## src/rtl/cpu_pkg.sv

```systemverilog
// Shared definitions for the little-cpu pipeline.
//   XLEN       : architectural data width
//   REG_ADDR_W : register address width (32 architectural registers)
//   of_state_t : operand-fetch stage states
package cpu_pkg;

  localparam int XLEN       = 32;
  localparam int REG_ADDR_W = 5;
  localparam int NUM_REGS   = 1 << REG_ADDR_W;

  typedef logic [REG_ADDR_W-1:0] reg_addr_t;

  typedef enum logic [1:0] {
    IDLE = 2'd0,
    READ = 2'd1,
    HOLD = 2'd2
  } of_state_t;

endpackage

```

## src/rtl/scoreboard.sv

```systemverilog
// Outstanding-writer scoreboard: one busy bit per register x1..x31.
//   clk, reset            : clock, asynchronous active-high reset
//   set_en, set_addr      : mark a register as having a writer in flight
//   clr_en, clr_addr      : writeback retires the writer of a register
//   lookup_a/b_addr/busy  : combinational lookups (x0 always reads not-busy)
// When set and clear target the same register in one cycle the set wins,
// because the newly issued writer is younger than the one retiring.
module scoreboard
  import cpu_pkg::*;
(
  input  logic      clk,
  input  logic      reset,
  input  logic      set_en,
  input  reg_addr_t set_addr,
  input  logic      clr_en,
  input  reg_addr_t clr_addr,
  input  reg_addr_t lookup_a_addr,
  output logic      lookup_a_busy,
  input  reg_addr_t lookup_b_addr,
  output logic      lookup_b_busy
);

  logic [NUM_REGS-1:1] busy;
  logic [NUM_REGS-1:0] busy_all;

  // Bit 0 is a constant zero so x0 never reports a pending writer.
  assign busy_all      = {busy, 1'b0};
  assign lookup_a_busy = busy_all[lookup_a_addr];
  assign lookup_b_busy = busy_all[lookup_b_addr];

  // NOTE: sequential state uses non-blocking assignments so every register
  // samples the pre-edge values, independent of statement order.
  always_ff @(posedge clk or posedge reset) begin
    if (reset) begin
      busy <= '0;
    end else begin
      for (int i = 1; i < NUM_REGS; i++) begin
        if (set_en && (set_addr == REG_ADDR_W'(i))) begin
          busy[i] <= 1'b1;
        end else if (clr_en && (clr_addr == REG_ADDR_W'(i))) begin
          busy[i] <= 1'b0;
        end
      end
    end
  end

endmodule

```

## src/rtl/operand_fetch.sv

```systemverilog
// Register-read stage between decode and execute.
//   clk, reset, flush                  : clock, async active-high reset, sync kill
//   in_valid/in_ready, in_rs1/rs2/rd,
//   in_rd_wen, in_payload              : decode handshake and instruction
//   rf_rs1/rf_rs2, rf_reg_rs1/rs2      : regfile read port (1-cycle registered data)
//   rf_wen/rf_waddr/rf_wdata           : regfile write port (driven from writeback)
//   wb_valid/wb_rd/wb_data             : writeback from the end of the pipeline
//   out_valid/out_ready, out_rs1_val,
//   out_rs2_val, out_rd, out_rd_wen,
//   out_payload                        : execute handshake and resolved instruction
// An instruction is accepted, spends one cycle in READ waiting for regfile
// data, then waits in HOLD until both operands are current.
module operand_fetch #(
  parameter int XLEN      = 32,
  parameter int PAYLOAD_W = 64
) (
  input  logic                          clk,
  input  logic                          reset,
  input  logic                          flush,
  input  logic                          in_valid,
  output logic                          in_ready,
  input  logic [cpu_pkg::REG_ADDR_W-1:0] in_rs1,
  input  logic [cpu_pkg::REG_ADDR_W-1:0] in_rs2,
  input  logic [cpu_pkg::REG_ADDR_W-1:0] in_rd,
  input  logic                          in_rd_wen,
  input  logic [PAYLOAD_W-1:0]          in_payload,
  output logic [cpu_pkg::REG_ADDR_W-1:0] rf_rs1,
  output logic [cpu_pkg::REG_ADDR_W-1:0] rf_rs2,
  input  logic [XLEN-1:0]               rf_reg_rs1,
  input  logic [XLEN-1:0]               rf_reg_rs2,
  output logic                          rf_wen,
  output logic [cpu_pkg::REG_ADDR_W-1:0] rf_waddr,
  output logic [XLEN-1:0]               rf_wdata,
  input  logic                          wb_valid,
  input  logic [cpu_pkg::REG_ADDR_W-1:0] wb_rd,
  input  logic [XLEN-1:0]               wb_data,
  output logic                          out_valid,
  input  logic                          out_ready,
  output logic [XLEN-1:0]               out_rs1_val,
  output logic [XLEN-1:0]               out_rs2_val,
  output logic [cpu_pkg::REG_ADDR_W-1:0] out_rd,
  output logic                          out_rd_wen,
  output logic [PAYLOAD_W-1:0]          out_payload
);

  import cpu_pkg::*;

  of_state_t state, state_nxt;
  logic      accept, fire, sb_set;

  // Index 0 is source 1, index 1 is source 2.
  logic [1:0][REG_ADDR_W-1:0] in_rs, rs_q;
  logic [1:0][XLEN-1:0]       op, rf_data;
  logic [1:0]                 rdy, byp, src_busy;
  logic [1:0]                 hit_in, fire_hit, rdy_in, hit_q;

  assign rf_rs1   = in_rs1;
  assign rf_rs2   = in_rs2;
  assign rf_wen   = wb_valid;
  assign rf_waddr = wb_rd;
  assign rf_wdata = wb_data;

  assign in_rs   = {in_rs2, in_rs1};
  assign rf_data = {rf_reg_rs2, rf_reg_rs1};

  assign out_valid   = (state == HOLD) && rdy[0] && rdy[1] && !flush;
  assign fire        = out_valid && out_ready;
  assign in_ready    = !flush && ((state == IDLE) || ((state == HOLD) && fire));
  assign accept      = in_valid && in_ready;
  assign sb_set      = fire && out_rd_wen && (out_rd != '0);
  assign out_rs1_val = op[0];
  assign out_rs2_val = op[1];

  scoreboard u_sb (
    .clk           (clk),
    .reset         (reset),
    .set_en        (sb_set),
    .set_addr      (out_rd),
    .clr_en        (wb_valid),
    .clr_addr      (wb_rd),
    .lookup_a_addr (in_rs1),
    .lookup_a_busy (src_busy[0]),
    .lookup_b_addr (in_rs2),
    .lookup_b_busy (src_busy[1])
  );

  // hit_in   : writeback to a source in the accept cycle (regfile would be stale)
  // fire_hit : the instruction leaving now writes that source; it outranks any
  //            same-cycle writeback, which belongs to an older writer
  // hit_q    : writeback to a held source while in READ or HOLD
  always_comb begin
    for (int n = 0; n < 2; n++) begin
      hit_in[n]   = wb_valid && (wb_rd == in_rs[n]) && (in_rs[n] != '0);
      fire_hit[n] = fire && out_rd_wen && (out_rd == in_rs[n]) && (in_rs[n] != '0);
      rdy_in[n]   = (in_rs[n] == '0) ||
                    !((src_busy[n] && !hit_in[n]) || fire_hit[n]);
      hit_q[n]    = wb_valid && (wb_rd == rs_q[n]) && (rs_q[n] != '0);
    end
  end

  // NOTE: next-state logic assigns its default first, so no path leaves
  // state_nxt unassigned and no latch is inferred.
  always_comb begin
    state_nxt = state;
    unique case (state)
      IDLE:    if (accept) state_nxt = READ;
      READ:    state_nxt = HOLD;
      HOLD:    if (fire) state_nxt = accept ? READ : IDLE;
      default: state_nxt = IDLE;
    endcase
    if (flush) state_nxt = IDLE;
  end

  always_ff @(posedge clk or posedge reset) begin
    if (reset) state <= IDLE;
    else       state <= state_nxt;
  end

  always_ff @(posedge clk or posedge reset) begin
    if (reset) begin
      out_rd      <= '0;
      out_rd_wen  <= 1'b0;
      out_payload <= '0;
      rs_q        <= '0;
      op          <= '0;
      rdy         <= '0;
      byp         <= '0;
    end else begin
      if (accept) begin
        out_rd      <= in_rd;
        out_rd_wen  <= in_rd_wen;
        out_payload <= in_payload;
      end
      for (int n = 0; n < 2; n++) begin
        if (accept) begin
          rs_q[n] <= in_rs[n];
          rdy[n]  <= rdy_in[n];
          byp[n]  <= hit_in[n] && !fire_hit[n];
          op[n]   <= (hit_in[n] && !fire_hit[n]) ? wb_data : '0;
        end else if (state != IDLE) begin
          if (hit_q[n]) begin
            op[n]  <= wb_data;
            rdy[n] <= 1'b1;
          end else if ((state == READ) && !byp[n] && (rs_q[n] != '0)) begin
            // Regfile data for the address sampled at the accept edge.
            op[n] <= rf_data[n];
          end
        end
      end
    end
  end

endmodule

```

## config.mk

```make
export PLATFORM = sky130hd
export DESIGN_NAME = operand_fetch
export DESIGN_NICKNAME = d
export VERILOG_FILES = /design/src/rtl/cpu_pkg.sv /design/src/rtl/scoreboard.sv /design/src/rtl/operand_fetch.sv
export SDC_FILE = /design/constraint.sdc
export NUM_CORES = 1
export LEC_CHECK = 0
export CELL_PAD_IN_SITES_DETAIL_PLACEMENT = 0
export CELL_PAD_IN_SITES_GLOBAL_PLACEMENT = 2
export CORE_MARGIN = 2
export CORE_UTILIZATION = 28
export CTS_BUF_LIST = sky130_fd_sc_hd__clkbuf_16
export DETAILED_ROUTE_END_ITERATION = 8
export PLACE_DENSITY_LB_ADDON = 0.15
export SYNTH_ARGS = -nofsm -noshare
export SYNTH_HDL_FRONTEND = slang
export SYNTH_HIERARCHICAL = 1
export SYNTH_SLANG_ARGS = --single-unit
export TNS_END_PERCENT = 10
```

## constraint.sdc

```tcl
create_clock -name clk -period 16.8 [get_ports clk]
set_input_delay 4.2 -clock clk [delete_from_list [all_inputs] [get_ports clk]]
set_output_delay 4.2 -clock clk [all_outputs]
set_load 0.1 [all_outputs]
```

### Power grid

Pins as bars on the die edge. Tap cells in grey.
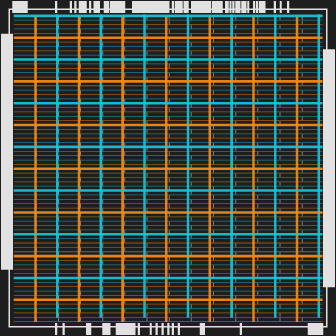
Key: VDD = cyan; VSS = orange
14 straps on met4. The core has 70 rows. 468 tap cells.

### Placed cells, one colour a class

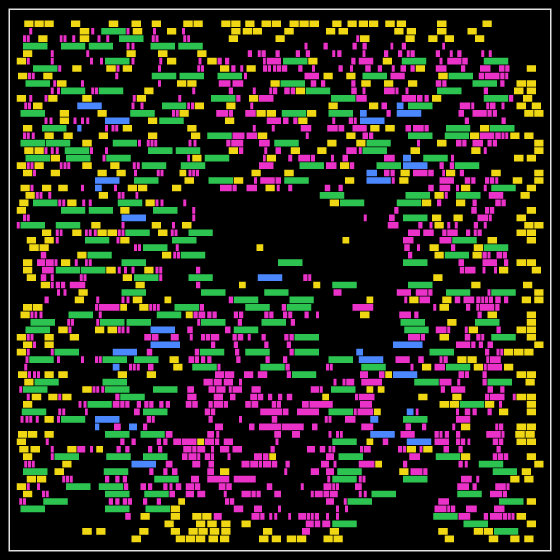
Key: flops = green [cells 181, share of their area 32%]; clock drivers and dummy loads = blue [cells 31, share of their area 4.1%]; other buffers and delay cells = yellow [cells 390, share of their area 27%]; combinational and other logic = magenta [cells 850, share of their area 36%]

### Clock distribution

Bar = 50 µm.
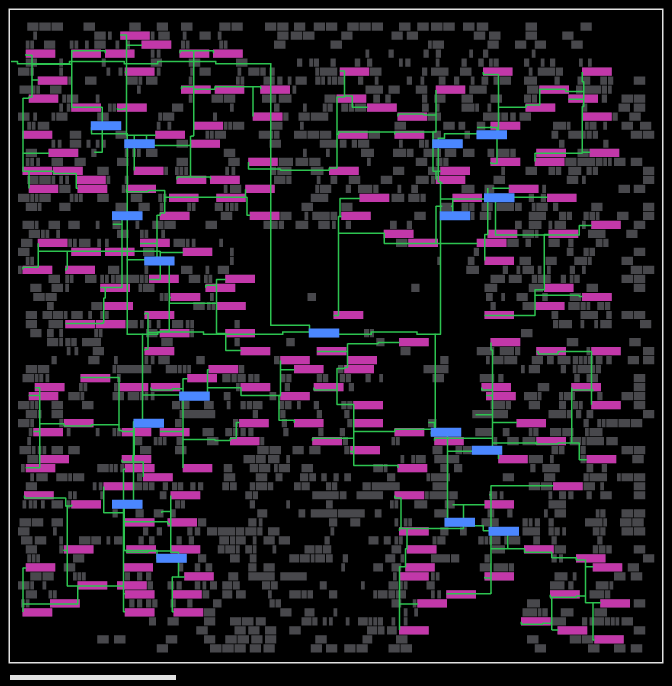
Key: clock wires = green [length 2820 µm]; clock drivers = blue [count 17]; flip-flops = magenta [count 181]
There are 18 routed clock nets. Position of the flops: all over the die.

### Wiring by layer

Bar = 50 µm.
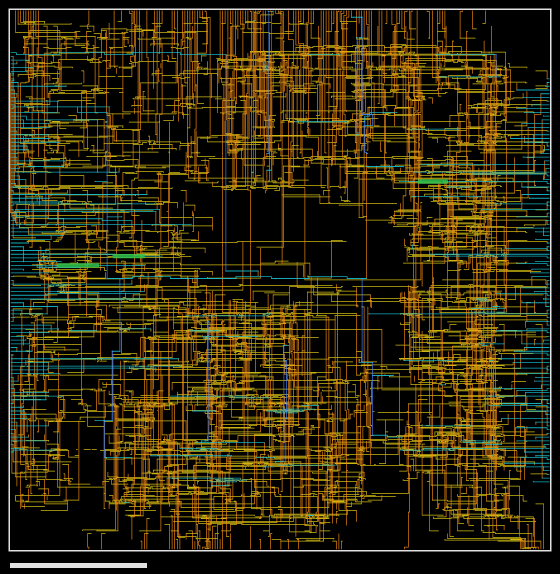
Key: metal 2 = orange [wire length 18700 µm]; metal 5 = green [wire length 33.1 µm]; metal 3 = cyan [wire length 3610 µm]; metal 4 = blue [wire length 719 µm]; metal 1 = yellow [wire length 18300 µm]

### Congestion heat map

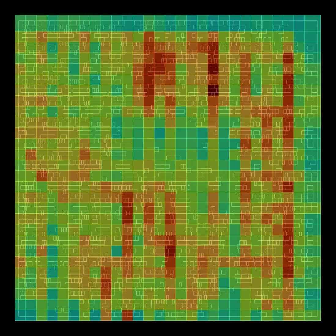
met3 Track Usage GR: 6.16%
Avg WL per Cell: 21.5 µm
aggregate global-route resource usage: 21.2%

==> run notes <==
Latest figures from synthesis and place and route.

The cell type group with the largest total delay on the critical path is buffers and inverters. After clock tree synthesis, the flow added hold-fix buffers numbering 0. The detailed-placement wirelength estimate is around 29 mm. Across the whole layout, storage elements account for approximately 0.0045 mm². The final layout report lists a clock buffer count of 17. For reference, the top cells by area after synthesis are sky130_fd_sc_hd__dfrtp_1 44%, sky130_fd_sc_hd__nand2_1 13%, sky130_fd_sc_hd__mux2_4 4.2%. The multi-input logic portion of the cell area is about 35%.

The synthesized netlist has a Yosys-reported chip area of between 0.01 and 0.015 mm². The number of CTS-inserted buffers is 17. For reference, the post-synthesis area per instance comes to between 8 and 9 µm². The delay of the slowest critical-path stage is 1.28 ns. Among all stages on the critical path, the largest delay is contributed by sky130_fd_sc_hd__clkdlybuf4s50_1. The kind of end point of the critical path is an output pin.

Across all stage logs, warnings added up to 26. The flow ran to the end, and the final reports show no timing, DRC or antenna violations. The chip height is 197 µm. The library cells used most frequently in the layout, excluding fill and tap cells, are 370 x sky130_fd_sc_hd__clkdlybuf4s50_1, 348 x sky130_fd_sc_hd__nand2_1, 181 x sky130_fd_sc_hd__dfrtp_1. The total chip power is between 2 and 2.5 mW. The start point of the worst min-delay path is out_payload[44]. The critical path startpoint is in_rs1[2].

The main flop type is sky130_fd_sc_hd__dfrtp_1. The analysis attributes to cell leakage a power of 6.25 nW. The total of fill cells in the finished design is 3726.

The type of the setup path with the least slack is input port to output pin. The deepest clock path buffer count is 2. In this run the maximum-capacitance check reported violations numbering 0. The maximum operating frequency is 0.0931 GHz. The area-dominant cell class after layout is multi-input combinational cells. The time the worst path needs with I/O delays and setup is ~11 ns. In this run the critical path is formed by clkdlybuf4s50_1, clkdlybuf4s50_1.

The final report lists a non-filler cell total of 1923. The kind of start point of the critical path is an input port. The via count of the first global-routing pass was between 9000 and 10000. The violation tally recorded at the end of detailed-routing iteration 0 is 599. Non-clock buffering takes up 26.3% of total cell area after layout.
[routing by layer]
layer	up-vias	share of wire, %
li1	4499	-
met1	4662	44
met2	373	45
met3	51	8.7
met4	6	1.7
met5	-	0.080
[kinds of logic (layout without fill, tap and decap cells)]
group | count (synthesis) | after routing | synth area share, %
xor gates and xnor gates | 30 | 30 | 2.53
and+or+nand+nor | 570 | 570 | 24.5
AOI/OAI and AO/OA | 156 | 156 | 10.1
other | 0 | 3 | 0
buffers and inverters | 133 | 427 | 8.31
DFF | 181 | 181 | 43.5
muxes | 88 | 88 | 11.0
[through the flow]
stage | cell area, µm² | utilization, % | setup slack [ns]
final | 14600 | 40.0 | 6.06
after global routing | 14600 | 40.0 | 5.97
after CTS | 14600 | 40.0 | 6.04
after detailed placement | 14100 | 38.4 | 6.03
after global placement | 14100 | 38.4 | 6.09
after floorplan | 10400 | - | 6.10
[synth_stat cells (all sizes together) (9+ instances only)]
library cell / count
mux2i: 18
buf: 97
mux2: 64
clkbuf: 30
nor2: 15
dfrtp: 181
nand4: 9
nand3: 78
nor3: 73
nand2: 348
o21ai: 64
xor2: 10
a21oi: 9
nand2b: 14
a31oi: 64
xnor2: 20
[state kept, by name, indices dropped and copies added (netlist names), 5 cells and up]
signal,cells
out_rd,5
out_payload,64
u_sb/busy,31
out_rs1_val,32
out_rs2_val,32
rs_q,10
[power breakdown]
group	leakage, nW	internal, mW	switching [mW]	total, mW
sequential	2.22	0.526	0.0654	0.592
combinational	3.76	0.282	0.888	1.17
clock	0.266	0.220	0.192	0.411
[worst min-delay path, delay by kind of cell (launching register included)]
family,cells,cell delay (ns)
flip-flops,1,0.34
AND/OR/NAND/NOR,2,0.10
No activity file was given, so power comes from the tool's default toggle rates.
